===== src/rtl/enc_pkg.sv =====
// Shared constants, scan FSM encoding and the clamped-step helper for encoder_scan_ctrl.
package enc_pkg;

  localparam logic DIR_CW  = 1'b0;
  localparam logic DIR_CCW = 1'b1;

  localparam int ACCEL_THRESH = 4;
  localparam int AGE_MAX      = 15;

  typedef enum logic {
    IDLE = 1'b0,
    SCAN = 1'b1
  } scan_state_e;

  // Saturating add into [0, max_v]; a step already at a rail leaves the value unchanged.
  function automatic int clamp_add(input int cur, input int delta, input int max_v);
    int s;
    s = cur + delta;
    if (s > max_v) s = max_v;
    else if (s < 0) s = 0;
    return s;
  endfunction

endpackage


===== src/rtl/enc_rr_arbiter.sv =====
// Combinational round-robin pick: lowest requesting channel at or after ptr_i, wrapping.
module enc_rr_arbiter #(
  parameter int N  = 4,
  parameter int IW = 2
) (
  input  logic [N-1:0]  req_i,
  input  logic [IW-1:0] ptr_i,
  output logic          gnt_o,
  output logic [IW-1:0] idx_o
);

  logic [IW-1:0] cand;

  // Walk from the farthest candidate back to ptr_i so the nearest requester wins.
  always_comb begin
    gnt_o = 1'b0;
    idx_o = '0;
    cand  = '0;
    for (int k = N - 1; k >= 0; k--) begin
      cand = IW'((int'(ptr_i) + k) % N);
      if (req_i[cand]) begin
        gnt_o = 1'b1;
        idx_o = cand;
      end
    end
  end

endmodule


===== src/rtl/encoder_scan_ctrl.sv =====
// Time-multiplexed quadrature encoder scanner with clamped positions and a round-robin event port.
// Define ENC_ACCEL_EN to double the step size for steps arriving within ACCEL_THRESH ticks.
module encoder_scan_ctrl
  import enc_pkg::*;
#(
  parameter int N_ENC    = 4,
  parameter int TICK_DIV = 100000,
  parameter int VAL_W    = 6,
  parameter int MAX_VAL  = 36,
  parameter int INIT_VAL = 18,
  parameter int IDW      = 3
) (
  input  logic                   clk,
  input  logic                   rst,
  input  logic [N_ENC-1:0]       enc_a,
  input  logic [N_ENC-1:0]       enc_b,
  output logic [N_ENC*VAL_W-1:0] value_flat,
  output logic                   evt_valid,
  input  logic                   evt_ready,
  output logic [IDW-1:0]         evt_id,
  output logic                   evt_dir,
  output logic [VAL_W-1:0]       evt_value,
  output logic [N_ENC-1:0]       overflow,
  output logic                   scan_busy
);

  localparam int IW = $clog2(N_ENC);
  localparam int CW = (TICK_DIV > 1) ? $clog2(TICK_DIV) : 1;

  logic [N_ENC-1:0] a_s1_q, a_s2_q, b_s1_q, b_s2_q;
  logic [N_ENC-1:0] db_a_q, db_b_q, pa_q, pb_q;
  logic [N_ENC-1:0] pend_q, dir_q, ovf_q;
  logic [VAL_W-1:0] val_q [N_ENC];
`ifdef ENC_ACCEL_EN
  logic [3:0]       age_q [N_ENC];
`endif

  logic [CW-1:0]    cnt_q, cnt_d;
  logic             tick;
  scan_state_e      state_q, state_d;
  logic [IW-1:0]    idx_q, idx_d;

  logic             evt_valid_q, evt_dir_q, dirty_q;
  logic [IW-1:0]    evt_id_q, rr_q;
  logic [VAL_W-1:0] evt_value_q;

  logic             sa, sb, db_a_new, db_b_new, step, dir_new;
  logic [VAL_W-1:0] val_new;
  int               step_sz;
  logic             gnt, acc, same_evt;
  logic [IW-1:0]    gnt_idx;

  assign tick  = (cnt_q == CW'(TICK_DIV - 1));
  assign cnt_d = tick ? '0 : cnt_q + CW'(1);

  always_comb begin
    state_d = state_q;
    idx_d   = idx_q;
    case (state_q)
      IDLE: if (tick) begin
        state_d = SCAN;
        idx_d   = '0;
      end
      SCAN: if (idx_q == IW'(N_ENC - 1)) begin
        state_d = IDLE;
        idx_d   = '0;
      end else begin
        idx_d = idx_q + IW'(1);
      end
      default: state_d = IDLE;
    endcase
  end

  // Shared datapath for the channel under scan; a new sample is accepted only if it matches the previous tick's raw sample.
  always_comb begin
    sa       = a_s2_q[idx_q];
    sb       = b_s2_q[idx_q];
    db_a_new = (sa == pa_q[idx_q]) ? sa : db_a_q[idx_q];
    db_b_new = (sb == pb_q[idx_q]) ? sb : db_b_q[idx_q];
    step     = (state_q == SCAN) && db_a_q[idx_q] && !db_a_new;
    dir_new  = db_b_new ? DIR_CW : DIR_CCW;
    step_sz  = 1;
`ifdef ENC_ACCEL_EN
    if (int'(age_q[idx_q]) < ACCEL_THRESH) step_sz = 2;
`endif
    val_new  = VAL_W'(clamp_add(int'(val_q[idx_q]),
                                (dir_new == DIR_CCW) ? step_sz : -step_sz, MAX_VAL));
  end

  enc_rr_arbiter #(.N(N_ENC), .IW(IW)) u_arb (
    .req_i (pend_q),
    .ptr_i (rr_q),
    .gnt_o (gnt),
    .idx_o (gnt_idx)
  );

  assign acc      = evt_valid_q && evt_ready;
  assign same_evt = step && (idx_q == evt_id_q);

  always_ff @(posedge clk) begin
    if (rst) begin
      a_s1_q      <= '1;
      a_s2_q      <= '1;
      b_s1_q      <= '1;
      b_s2_q      <= '1;
      db_a_q      <= '1;
      db_b_q      <= '1;
      pa_q        <= '1;
      pb_q        <= '1;
      pend_q      <= '0;
      dir_q       <= '0;
      ovf_q       <= '0;
      for (int i = 0; i < N_ENC; i++) begin
        val_q[i] <= VAL_W'(INIT_VAL);
`ifdef ENC_ACCEL_EN
        age_q[i] <= 4'(AGE_MAX);
`endif
      end
      cnt_q       <= '0;
      state_q     <= IDLE;
      idx_q       <= '0;
      evt_valid_q <= 1'b0;
      evt_id_q    <= '0;
      evt_dir_q   <= 1'b0;
      evt_value_q <= '0;
      rr_q        <= '0;
      dirty_q     <= 1'b0;
    end else begin
      a_s1_q  <= enc_a;
      a_s2_q  <= a_s1_q;
      b_s1_q  <= enc_b;
      b_s2_q  <= b_s1_q;
      cnt_q   <= cnt_d;
      state_q <= state_d;
      idx_q   <= idx_d;

      if (state_q == SCAN) begin
        pa_q[idx_q]   <= sa;
        pb_q[idx_q]   <= sb;
        db_a_q[idx_q] <= db_a_new;
        db_b_q[idx_q] <= db_b_new;
`ifdef ENC_ACCEL_EN
        if (step) age_q[idx_q] <= '0;
        else if (int'(age_q[idx_q]) < AGE_MAX) age_q[idx_q] <= age_q[idx_q] + 4'd1;
`endif
        if (step) begin
          val_q[idx_q]  <= val_new;
          dir_q[idx_q]  <= dir_new;
          pend_q[idx_q] <= 1'b1;
          if (pend_q[idx_q]) ovf_q[idx_q] <= 1'b1;
        end
      end

      // dirty_q remembers a step that landed on the presented channel, so acceptance must not drop it.
      if (acc) begin
        evt_valid_q <= 1'b0;
        rr_q        <= (evt_id_q == IW'(N_ENC - 1)) ? '0 : evt_id_q + IW'(1);
        dirty_q     <= 1'b0;
        if (!dirty_q && !same_evt) pend_q[evt_id_q] <= 1'b0;
      end else if (evt_valid_q) begin
        if (same_evt) dirty_q <= 1'b1;
      end else if (gnt) begin
        evt_valid_q <= 1'b1;
        evt_id_q    <= gnt_idx;
        evt_dir_q   <= (step && idx_q == gnt_idx) ? dir_new : dir_q[gnt_idx];
        evt_value_q <= (step && idx_q == gnt_idx) ? val_new : val_q[gnt_idx];
      end
    end
  end

  for (genvar g = 0; g < N_ENC; g++) begin : g_val
    assign value_flat[g*VAL_W +: VAL_W] = val_q[g];
  end

  assign evt_valid = evt_valid_q;
  assign evt_id    = IDW'(evt_id_q);
  assign evt_dir   = evt_dir_q;
  assign evt_value = evt_value_q;
  assign overflow  = ovf_q;
  assign scan_busy = (state_q == SCAN);

endmodule


===== config.mk =====
export PLATFORM = sky130hd
export DESIGN_NAME = encoder_scan_ctrl
export DESIGN_NICKNAME = d
export VERILOG_FILES = /design/src/rtl/enc_pkg.sv /design/src/rtl/enc_rr_arbiter.sv /design/src/rtl/encoder_scan_ctrl.sv
export SDC_FILE = /design/constraint.sdc
export NUM_CORES = 1
export LEC_CHECK = 0
export CAP_MARGIN = 20
export CORE_ASPECT_RATIO = 0.9
export CORE_MARGIN = 3
export CORE_UTILIZATION = 42
export DETAILED_ROUTE_END_ITERATION = 8
export DONT_BUFFER_PORTS = 1
export PLACE_DENSITY = 0.52
export SLEW_MARGIN = 30
export SYNTH_ARGS = -nofsm -noshare
export SYNTH_HDL_FRONTEND = slang
export SYNTH_SLANG_ARGS = --single-unit

===== constraint.sdc =====
create_clock -name clk -period 10.3 [get_ports clk]
set_input_delay 1.03 -clock clk [delete_from_list [all_inputs] [get_ports clk]]
set_output_delay 1.03 -clock clk [all_outputs]
set_load 0.02 [all_outputs]

==> impl_metrics.csv, run 1 <==
group,metric,value,unit
run_status,status,"finished, final reports clean",
critical_path,crit_path_start_kind,"register",
logic_synthesis,yosysTopAreaCell,"dfxtp_1",
critical_path,cp_data_arrival_time,6.25,ns
logic_synthesis,ys_area,0.005164,sq mm
finish,drive_gt1_share,11.61,%
critical_path,worstRegToRegCells,18,
pwr,power_leader,"sequential cells",
timing,worst_slack,4.243,ns
clocking,cts_hold_buf,0,
pwr,power_leakage,1.995,nW
critical_path,crit_end,"val_q[1][3]",
critical_path,cp-end-kind,"register",
finish,area_growth,8.287,%
finish,largest_reg_flops,24,
drt,viasPerCell,5.673,
global_routing,grt_pass1_vias,3636,
clocking,cts_resized,0,
logic_synthesis,yosys.area_share.simple,19.58,%
logic_synthesis,yosysMostFrequentCell,"dfxtp_1",
run,tool_warnings,37,
critical_path,cp.required,10.49,ns
critical_path,cp_top_family,"simple AND/OR/NAND/NOR gates",
logic_synthesis,aoi_share,12.12,%
die,initial_utilization,44.09,%
logic_synthesis,syn_avg_cell_area,10.03,sq um
timing,hold_slack,0.4097,ns
run,maxCapViolations,0,
logic_synthesis,synth_warnings,0,
placement,hpwlAfterDp,8473,um
clocking,cts_buffers,9,
logic_synthesis,yosys_most_used_dff,"dfxtp_1",
logic_synthesis,ys_sh_mux,9.280,%
critical_path,critPathMaxStageDelay,0.89,ns
logic_synthesis,netlist_area,0.005164,sq mm
pwr,pg_clk,0.000357,W
timing,maxSlewHeadroom,41.96,%
critical_path,rr_endpoint,"val_q[1][3]",
clocking,cts_root_buffer,"clkbuf_16",
finish,final_nets,542,
timing,hold_violations,0,
pwr,powerComb,0.0000208,W
logic_synthesis,logic_family,"simple AND/OR/NAND/NOR gates",
placement,dpl_worst_slack,4.243,ns
finish,final_core_util,47.74,%
placement,dp_cells,648,
logic_synthesis,top_cells_by_count,"dfxtp_1, nor2_1, nand2_1",
timing,period_needed,6.057,ns
critical_path,critPathMaxFanout,26,
die,std_cell_rows,37,
pwr,ir_worst_vdd,0.07842,mV
logic_synthesis,yosysCellCount,515,
min_path,holdCritStartpoint,"b_s1_q[0]",
pwr,p_sw_share,22.42,%
logic_synthesis,ys_seq_share,44.58,%
pwr,p_seq_share,52.9,%
timing,final_max_slew_viol_count,0,
clocking,ctsLongestPathBuffers,2,
critical_path,reg2reg_from,"idx_q[0]",
==> run 1: per-layer routing <==
layer	vias to the layer above	share of wire, %	track usage (%)	routed length [um]
met5	-	0	0	0
met4	0	1.2	4.179	148
li1	1816	-	-	-
met2	93	47	28.52	5598
met1	1843	46	25.63	5551
met3	15	5.4	4.592	645
==> run 1: layout make-up <==
type | count | area (sq um) | area share, %
multi-input combinational | 370 | 2698 | 48.24
clock inverter | 7 | 91.34 | 1.633
timing repair buffer | 2 | 15.01 | 0.2685
tap | 156 | 195.2 | 3.491
inverter | 17 | 63.81 | 1.141
sequential | 103 | 2303 | 41.19
clock buffer | 9 | 225.2 | 4.028
run_1/met4.png
Drawn at 3 px/um.
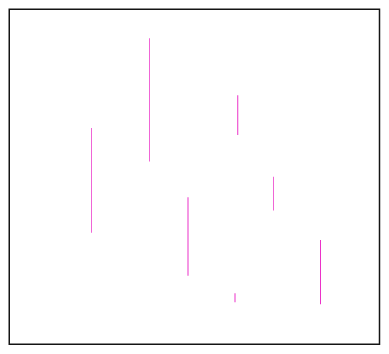
The wires run mostly vertical. 5 nets have wire on it. The layer holds 1.3% of the routed length. The layer carries 149 um of wire.

run_1/metal_stack.png
Drawn at 2 px/um. Only two layers are drawn.
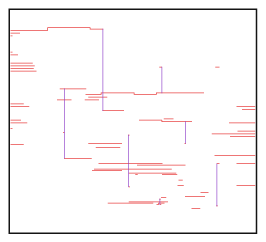
met3: in red, wire length 646 um. met4: in purple, wire length 149 um.
GRT Util Overall: 18.33%
final wirelength: 11,950 um
vias: 3,767
routed wire length per instance: 17.99 um

run_1/gate_families.png
Drawn at 3 px/um.
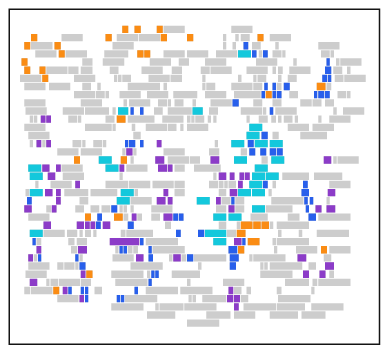
NAND gates: in blue, cells 70. adder and majority cells: in cyan, cells 30. AND and OR gates: in orange, cells 33, where spread over the die. inverting AOI/OAI gates: in purple, cells 61.
logic share of the area: 48.24%
most used logic cell in the final layout: dfxtp_1
fin cells: 664

run_1/pins.png
Drawn at 3 px/um. Pins as bars across the die edge, other pins in gray.
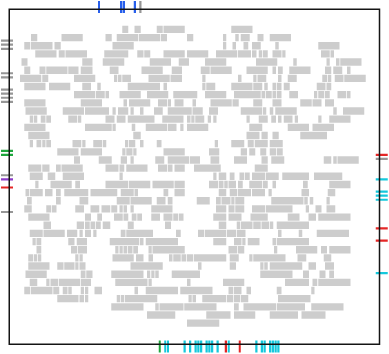
enc_b: in blue, pins 4, direction input, edge top. evt_id: in green, pins 3, direction output, edge 2 left, 1 bottom. evt_valid: in purple, pins 1, direction output, edge left. value_flat: in cyan, pins 24, direction output, edge 19 bottom, 5 right. evt_value: in red, pins 6, direction output, edge 3 right, 2 bottom, 1 left.
die width: 122.9 um
Die Height: 111.2 um

run_1/final_clocks.png
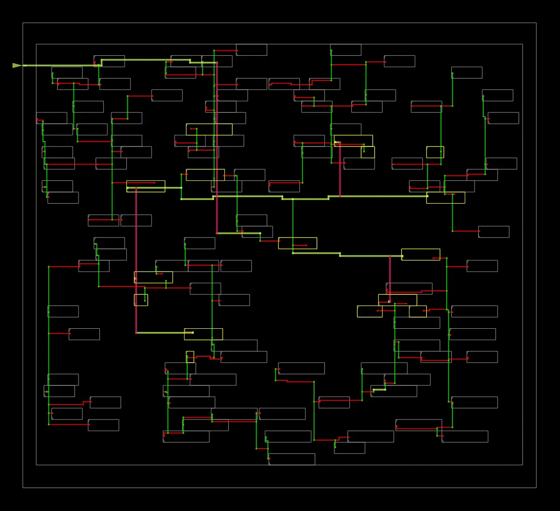

--- run 2 (diff from run 1) ---
--- a/config.mk
+++ b/config.mk
@@ -11,7 +11,7 @@
 export CORE_UTILIZATION = 42
 export DETAILED_ROUTE_END_ITERATION = 8
 export DONT_BUFFER_PORTS = 1
-export PLACE_DENSITY = 0.52
+export PLACE_DENSITY = 0.55
 export SLEW_MARGIN = 30
 export SYNTH_ARGS = -nofsm -noshare
 export SYNTH_HDL_FRONTEND = slang
==> constraint.sdc (replaced) <==
create_clock -name clk -period 5.2 [get_ports clk]
set_input_delay 0.52 -clock clk [delete_from_list [all_inputs] [get_ports clk]]
set_output_delay 0.52 -clock clk [all_outputs]
set_load 0.02 [all_outputs]
run_2/final_clocks.png
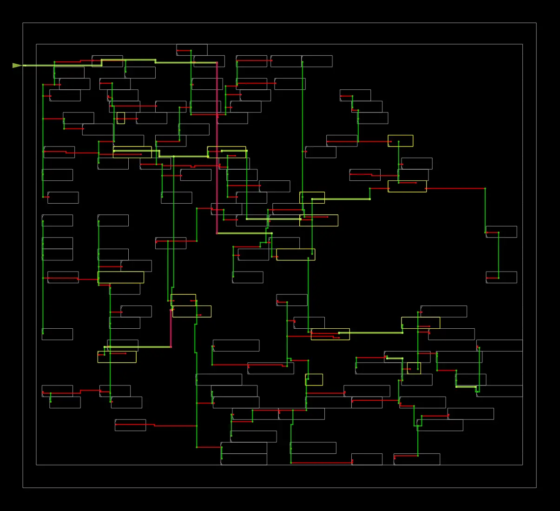
CTS Buf Count: 9
clk pwr: 0.000718 W

==> run 2 against run 1 <==
  * Design area up 0.56%
  * Register-to-register slack lost 3.8 ns
  * Core utilization grew 0.27 points
  * Clock skew up 0.0070 ns
  * Maximum frequency increased by 28%
  * Sequential share of layout area down 0.25 points
  * Synthesized cell count unchanged
  * Die area unchanged
  * First-iteration DRC count grew 7.1%
  * Combinational power rose by 96%
  * Via count is 0.29% lower
  * Critical path type unchanged
  * Critical endpoint unchanged
==> impl_metrics.csv, run 2 <==
group,metric,value,unit
logic_synthesis,yosysMostFrequentCell,"dfxtp_1",
run_status,status,"finished, final reports clean",
logic_synthesis,netlist_area,0.005164,sq mm
pwr,power_leakage,2.014,nW
logic_synthesis,ys_area,0.005164,sq mm
finish,signal_buffers,5,
finish,final-clk-cell-share,5.852,%
run,tool_warnings,37,
critical_path,cp_data_arrival_time,4.92,ns
finish,lay_top_count,"dfxtp_1",
timing,period_needed,4.720,ns
run,maxCapViolations,0,
logic_synthesis,ys_sh_mux,9.280,%
logic_synthesis,top_cells_by_count,"dfxtp_1, nor2_1, nand2_1",
clocking,ctsLongestPathBuffers,2,
timing,final_max_slew_viol_count,0,
finish,inverters,17,
timing,maxSlewHeadroom,32.57,%
drt,viasPerCell,5.631,
finish,comb_cells,370,
die,tapCellCount,156,
critical_path,cp-end-kind,"register",
timing,hold_slack,0.2347,ns
die,die_height,111.2,um
clocking,cts_hold_buf,0,
pwr,p_sw_share,22.76,%
finish,largest_reg_flops,24,
finish,final_cells,667,
clocking,cts_resized,0,
finish,multiInputGateArea,0.002695,sq mm
timing,hold_violations,0,
logic_synthesis,syn_avg_cell_area,10.03,sq um
finish,final_nets,545,
finish,nClkBuffers,9,
finish,area_growth,8.893,%
critical_path,crit_path_start_kind,"register",
finish,comb_share,47.93,%
critical_path,critPathMaxFanout,17,
logic_synthesis,synth_warnings,0,
logic_synthesis,yosys.area_share.simple,19.58,%
placement,dpl_worst_slack,0.5080,ns
placement,hpwlAfterDp,8787,um
finish,final_core_util,48.01,%
finish,seq-cell-share,40.94,%
critical_path,cp_top_family,"simple AND/OR/NAND/NOR gates",
logic_synthesis,logic_family,"simple AND/OR/NAND/NOR gates",
logic_synthesis,aoi_share,12.12,%
global_routing,grtUsageTotal,18.75,%
pwr,ir_worst_vdd,0.1945,mV
critical_path,cp.required,5.40,ns
run_2/pins.png
Drawn at 3 px/um. Pins as bars across the die edge, other pins in gray.
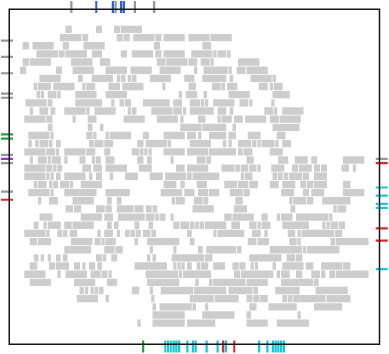
evt_value: in red, pins 6, direction output, edge 3 right, 2 bottom, 1 left. evt_valid: in purple, pins 1, direction output, edge left. value_flat: in cyan, pins 24, direction output, edge 19 bottom, 5 right. enc_b: in blue, pins 4, direction input, edge top. evt_id: in green, pins 3, direction output, edge 2 left, 1 bottom.

[run 2: path summary, 6_finish.rpt]
check	startpoint	to	cells after the start
setup / recovery	idx_q[0]	val_q[1][3]	18
hold / removal	rst	evt_id_q[0]	1
setup reg to reg	idx_q[0]	val_q[1][3]	18
hold reg to reg	b_s1_q[1]	b_s2_q[1]	1
[run 2: per-layer routing]
layer  vias up  global-route usage, %  routed length (um)
li1       1833                      -                   -
met4         0                  4.328                  59
met2       107                  28.82                5827
met1      1810                  25.19                5494
met3         6                  6.786                 804
met5         -                      0                   0
[run 2: power groups by stage]
stage	clock network, W	registers, W	logic [W]
after CTS	0.000740	0.000842	0.0000414
after detailed placement	0	0.000860	0.0000412
final	0.000718	0.000841	0.0000408
after floorplan	0	0.000857	0.0000400
after global placement	0	0.000860	0.0000402
after global routing	0.000773	0.000843	0.0000466
No activity file was given, so power comes from the tool's default toggle rates.
